**src/rtl/pad_filter_pkg.sv**
```systemverilog
// Shared types and defaults for the pad input synchronizer/deglitch filter.
package pad_filter_pkg;
  localparam int CNT_W_DEF = 8;
  localparam int SYNC_MIN  = 2;
  localparam int SYNC_MAX  = 4;

  typedef logic [CNT_W_DEF-1:0] filt_cnt_t;

  typedef struct packed {
    logic      level;
    filt_cnt_t cnt;
  } pad_filter_state_t;
endpackage

```
**src/rtl/pad_input_sync_filter_if.sv**
```systemverilog
// Pad bank bus: raw pad values and filter controls in, filtered level and edge pulses out.
interface pad_input_sync_filter_if
  import pad_filter_pkg::*;
#(
  parameter int NPADS = 8,
  parameter int CNT_W = CNT_W_DEF
);
  logic [NPADS-1:0] pad_in_i;
  logic [NPADS-1:0] filter_en_i;
  logic [CNT_W-1:0] filter_len_i;
  logic [NPADS-1:0] level_o;
  logic [NPADS-1:0] rise_o;
  logic [NPADS-1:0] fall_o;

  modport master (
    output pad_in_i, filter_en_i, filter_len_i,
    input  level_o, rise_o, fall_o
  );

  modport slave (
    input  pad_in_i, filter_en_i, filter_len_i,
    output level_o, rise_o, fall_o
  );
endinterface

```
**src/rtl/pad_input_filter_ch.sv**
```systemverilog
// One pad channel: synchronizer chain, stability counter, registered level and edge pulses.
module pad_input_filter_ch #(
  parameter int   SYNC_STAGES = 2,
  parameter int   CNT_W       = 8,
  parameter logic RESET_VAL   = 1'b0
) (
  input  logic             clk_i,
  input  logic             rst_ni,
  input  logic             pad_i,
  input  logic             en_i,
  input  logic [CNT_W-1:0] len_i,
  output logic             level_o,
  output logic             rise_o,
  output logic             fall_o
);
  // r_sync[0] is the only flop sampling the async pad: CDC metastability stage.
  logic [SYNC_STAGES-1:0] r_sync;
  logic [CNT_W-1:0]       r_cnt;
  logic                   r_level;
  logic                   r_rise;
  logic                   r_fall;

  logic w_s;
  logic w_diff;
  logic w_bypass;
  logic w_due;
  logic w_upd;
  logic w_hold;

  assign w_s      = r_sync[SYNC_STAGES-1];
  assign w_diff   = w_s ^ r_level;
  assign w_bypass = ~en_i | (len_i == '0);
  // >= lets a shortened length commit at once; len_i=0 is covered by bypass.
  assign w_due    = r_cnt >= (len_i - CNT_W'(1));
  assign w_upd    = w_diff & (w_bypass | w_due);
  assign w_hold   = w_diff & ~w_bypass & ~w_due;

  always_ff @(posedge clk_i) begin
    if (!rst_ni) begin
      r_sync  <= {SYNC_STAGES{RESET_VAL}};
      r_level <= RESET_VAL;
      r_cnt   <= '0;
      r_rise  <= 1'b0;
      r_fall  <= 1'b0;
    end else begin
      r_sync  <= {r_sync[SYNC_STAGES-2:0], pad_i};
      r_level <= w_upd ? w_s : r_level;
      r_cnt   <= w_hold ? r_cnt + CNT_W'(1) : '0;
      r_rise  <= w_upd & w_s;
      r_fall  <= w_upd & ~w_s;
    end
  end

  assign level_o = r_level;
  assign rise_o  = r_rise;
  assign fall_o  = r_fall;
endmodule

```
**src/rtl/pad_input_sync_filter.sv**
```systemverilog
// Bank of NPADS independent pad channels sharing one filter length.
module pad_input_sync_filter
  import pad_filter_pkg::*;
#(
  parameter int               NPADS       = 8,
  parameter int               SYNC_STAGES = 2,
  parameter int               CNT_W       = CNT_W_DEF,
  parameter logic [NPADS-1:0] RESET_VAL   = '0
) (
  input logic                   clk_i,
  input logic                   rst_ni,
  pad_input_sync_filter_if.slave bus
);
  logic [NPADS-1:0] w_level;
  logic [NPADS-1:0] w_rise;
  logic [NPADS-1:0] w_fall;

  for (genvar g = 0; g < NPADS; g++) begin : g_ch
    pad_input_filter_ch #(
      .SYNC_STAGES (SYNC_STAGES),
      .CNT_W       (CNT_W),
      .RESET_VAL   (RESET_VAL[g])
    ) u_ch (
      .clk_i   (clk_i),
      .rst_ni  (rst_ni),
      .pad_i   (bus.pad_in_i[g]),
      .en_i    (bus.filter_en_i[g]),
      .len_i   (bus.filter_len_i),
      .level_o (w_level[g]),
      .rise_o  (w_rise[g]),
      .fall_o  (w_fall[g])
    );
  end

  assign bus.level_o = w_level;
  assign bus.rise_o  = w_rise;
  assign bus.fall_o  = w_fall;
endmodule

```
**src/flat_wrapper.sv**
```systemverilog
// flat-port wrapper written by rule: the top's interface ports become plain ports
module pad_input_sync_filter_flat import pad_filter_pkg::*;
#(
  parameter int               NPADS       = 8,
  parameter int               SYNC_STAGES = 2,
  parameter int               CNT_W       = CNT_W_DEF,
  parameter logic [NPADS-1:0] RESET_VAL   = '0
)
  (clk_i, rst_ni, bus_pad_in_i, bus_filter_en_i, bus_filter_len_i, bus_level_o, bus_rise_o, bus_fall_o);
  pad_input_sync_filter_if #(.NPADS(NPADS), .CNT_W(CNT_W)) bus_i ();
  input logic clk_i;
  input logic rst_ni;
  input wire logic [$bits(bus_i.pad_in_i)-1:0] bus_pad_in_i;
  input wire logic [$bits(bus_i.filter_en_i)-1:0] bus_filter_en_i;
  input wire logic [$bits(bus_i.filter_len_i)-1:0] bus_filter_len_i;
  output wire logic [$bits(bus_i.level_o)-1:0] bus_level_o;
  output wire logic [$bits(bus_i.rise_o)-1:0] bus_rise_o;
  output wire logic [$bits(bus_i.fall_o)-1:0] bus_fall_o;
  assign bus_i.pad_in_i = bus_pad_in_i;
  assign bus_i.filter_en_i = bus_filter_en_i;
  assign bus_i.filter_len_i = bus_filter_len_i;
  assign bus_level_o = bus_i.level_o;
  assign bus_rise_o = bus_i.rise_o;
  assign bus_fall_o = bus_i.fall_o;
  pad_input_sync_filter #(.NPADS(NPADS), .SYNC_STAGES(SYNC_STAGES), .CNT_W(CNT_W), .RESET_VAL(RESET_VAL)) u_core (.clk_i(clk_i), .rst_ni(rst_ni), .bus(bus_i));
endmodule
```
**config.mk**
```make
export PLATFORM = sky130hd
export DESIGN_NAME = pad_input_sync_filter_flat
export DESIGN_NICKNAME = d
export VERILOG_FILES = /design/src/rtl/pad_filter_pkg.sv /design/src/rtl/pad_input_sync_filter_if.sv /design/src/rtl/pad_input_filter_ch.sv /design/src/rtl/pad_input_sync_filter.sv /design/src/flat_wrapper.sv
export SDC_FILE = /design/constraint.sdc
export NUM_CORES = 1
export LEC_CHECK = 0
export ABC_CLOCK_PERIOD_IN_PS = 5500
export CAP_MARGIN = 20
export CORE_MARGIN = 2
export CORE_UTILIZATION = 34
export CTS_CLUSTER_DIAMETER = 120
export CTS_CLUSTER_SIZE = 12
export DETAILED_ROUTE_END_ITERATION = 6
export GPL_ROUTABILITY_DRIVEN = 0
export SYNTH_ARGS = -nofsm -noshare
export SYNTH_HDL_FRONTEND = slang
export SYNTH_SLANG_ARGS = --single-unit
```
**constraint.sdc**
```tcl
create_clock -name clk_i -period 5.5 [get_ports clk_i]
set_clock_uncertainty 0.1 [all_clocks]
set_input_delay 1.1 -clock clk_i [delete_from_list [all_inputs] [get_ports clk_i]]
set_output_delay 1.1 -clock clk_i [all_outputs]
set_load 0.02 [all_outputs]
```
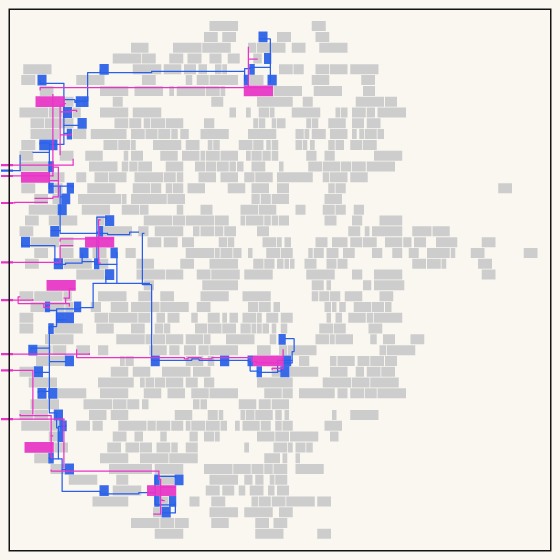
Figure 1: I/O nets highlighted.
rst_ni -> blue  # direction input, end cells 56, wire 480 µm
bus_level_o -> magenta  # direction output, end cells 8, wire 436 µm
I/O Pins: 50
Port Buffers: 49

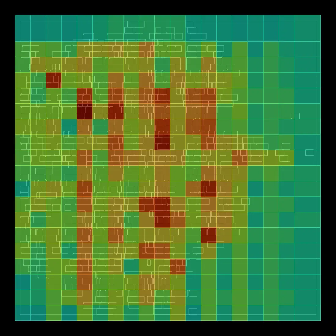
Figure 2: routing congestion.
GRT busiest layer: met2
gr usage total: 15.2%
Final Util: 39.9%
GR Util met3: 2.61%

## metal layers
layer / up-vias / wire (µm) / GRT usage, %
met5: - / 0 / 0
met4: 0 / 246 / 6.37
met3: 21 / 429 / 2.61
met2: 71 / 5910 / 24.0
met1: 2104 / 6610 / 20.5
li1: 2192 / - / -
## final timing paths
check	start	endpoint	slack [ps]
max	bus_filter_len_i[0]	u_core.g_ch[7].u_ch.rise_o	1220
min	u_core.g_ch[5].u_ch.r_sync[0]	u_core.g_ch[5].u_ch.r_sync[1]	340
max reg2reg	u_core.g_ch[2].u_ch.r_cnt[0]	u_core.g_ch[2].u_ch.fall_o	2940
min reg2reg	u_core.g_ch[5].u_ch.r_sync[0]	u_core.g_ch[5].u_ch.r_sync[1]	340
## metrics by stage
stage	hold WS [ps]	area [µm²]	instances	util, %	worst slack [ps]
3_5_place_dp	323	6520	850	38.0	353
5_1_grt	348	6860	867	39.9	961
6_report	337	6860	867	39.9	1220
4_1_cts	340	6850	866	39.9	697
2_1_floorplan	312	5920	598	-	1620
3_3_place_gp	316	6520	849	37.9	429
## placed cells by master, fill, tap and decap left out, types with 9 or more instances in the layout
cell type        count
nor2b_1             17
ha_1                58
nor2_1              12
xnor2_1             23
nor3_2              49
nand3_1             28
and3_1              27
o21ai_0             16
clkdlybuf4s50_1     49
and2_1              18
clkbuf_16            9
nand2_1             40
a211oi_1            16
buf_4               17
xor2_1              23
dfxtp_1            104
inv_1               19
a21oi_1             21
## cell type report
cell class                 count  area [µm²]
clock buffer                   9         225
clock inverter                 7         103
fill                        1708       10300
inverter                      19        71.3
multi-input combinational    436        3470
sequential                   104        2080
tap                          225         282
timing repair buffer          67         623
==> changes_impl.md <==
### Implementation results

* Switching Fraction at around 25%
* Biggest regs: u_core.g_ch.u_ch.r_cnt: 64 flops, u_core.g_ch.u_ch.r_sync: 16 flops
* EDFF count, synth at 0
* DRT iter0 DRCs at roughly 160
* Layout area overhead at 15.8%
* OpenROAD warnings at 27
* Worst path bufs/invs at 3
* Cts bufs inserted at 9
* Max_slew headroom at about two fifths
* DRC at 0
* CTS root buf: clkbuf_16
* Most common cell on crit path: ha_1
* Comb power at 0.169 mW
* Area reported by Yosys stat at just under 6000 µm²
* Worst min path class: flop to flop
* Top cells, area: dfxtp_1, ha_1, nor3_2, xnor2_1, xor2_1
* H-Tree Depth at 3
* Power Internal at around 1.2 mW
* Status: completed
* Syn_nets at slightly below 700
* Hpwl dp at 9.85 mm
* Comb pwr share at between 10 and 15%
* Vias in the first global route at between 4,000 and 5,000
* RSZ-0062 raised after global routing: no
* Final WL at 13.2 mm
* Top power group: registers
* Pwr Total at roughly 1.6 mW
* Endpoint class of the critical path: flop
* Cycle use final at 77.9%
* Hold Vio Cnt, Final at 0
* Reg with most FFs: u_core.g_ch.u_ch.r_cnt
* Latency at later pin at 360 ps
* Max reg flops at between 60 and 70
* CTS tree: built
* GRT Residual Overflow at 0
* Largest net degree at the start of global routing at 30
* Largest type area fraction at between 30% and 40%
* Most common cell in the synthesized netlist: dfxtp_1
* Pre-antenna DRT Iters at 4
* WL/cell at approximately 15 µm
* Leakage at 2.64 nW
* Crit path time final at ~4300 ps
* Vias at approximately 4,400
* Path length in cells of the critical path at 14
Power and IR drop assume default switching activity.
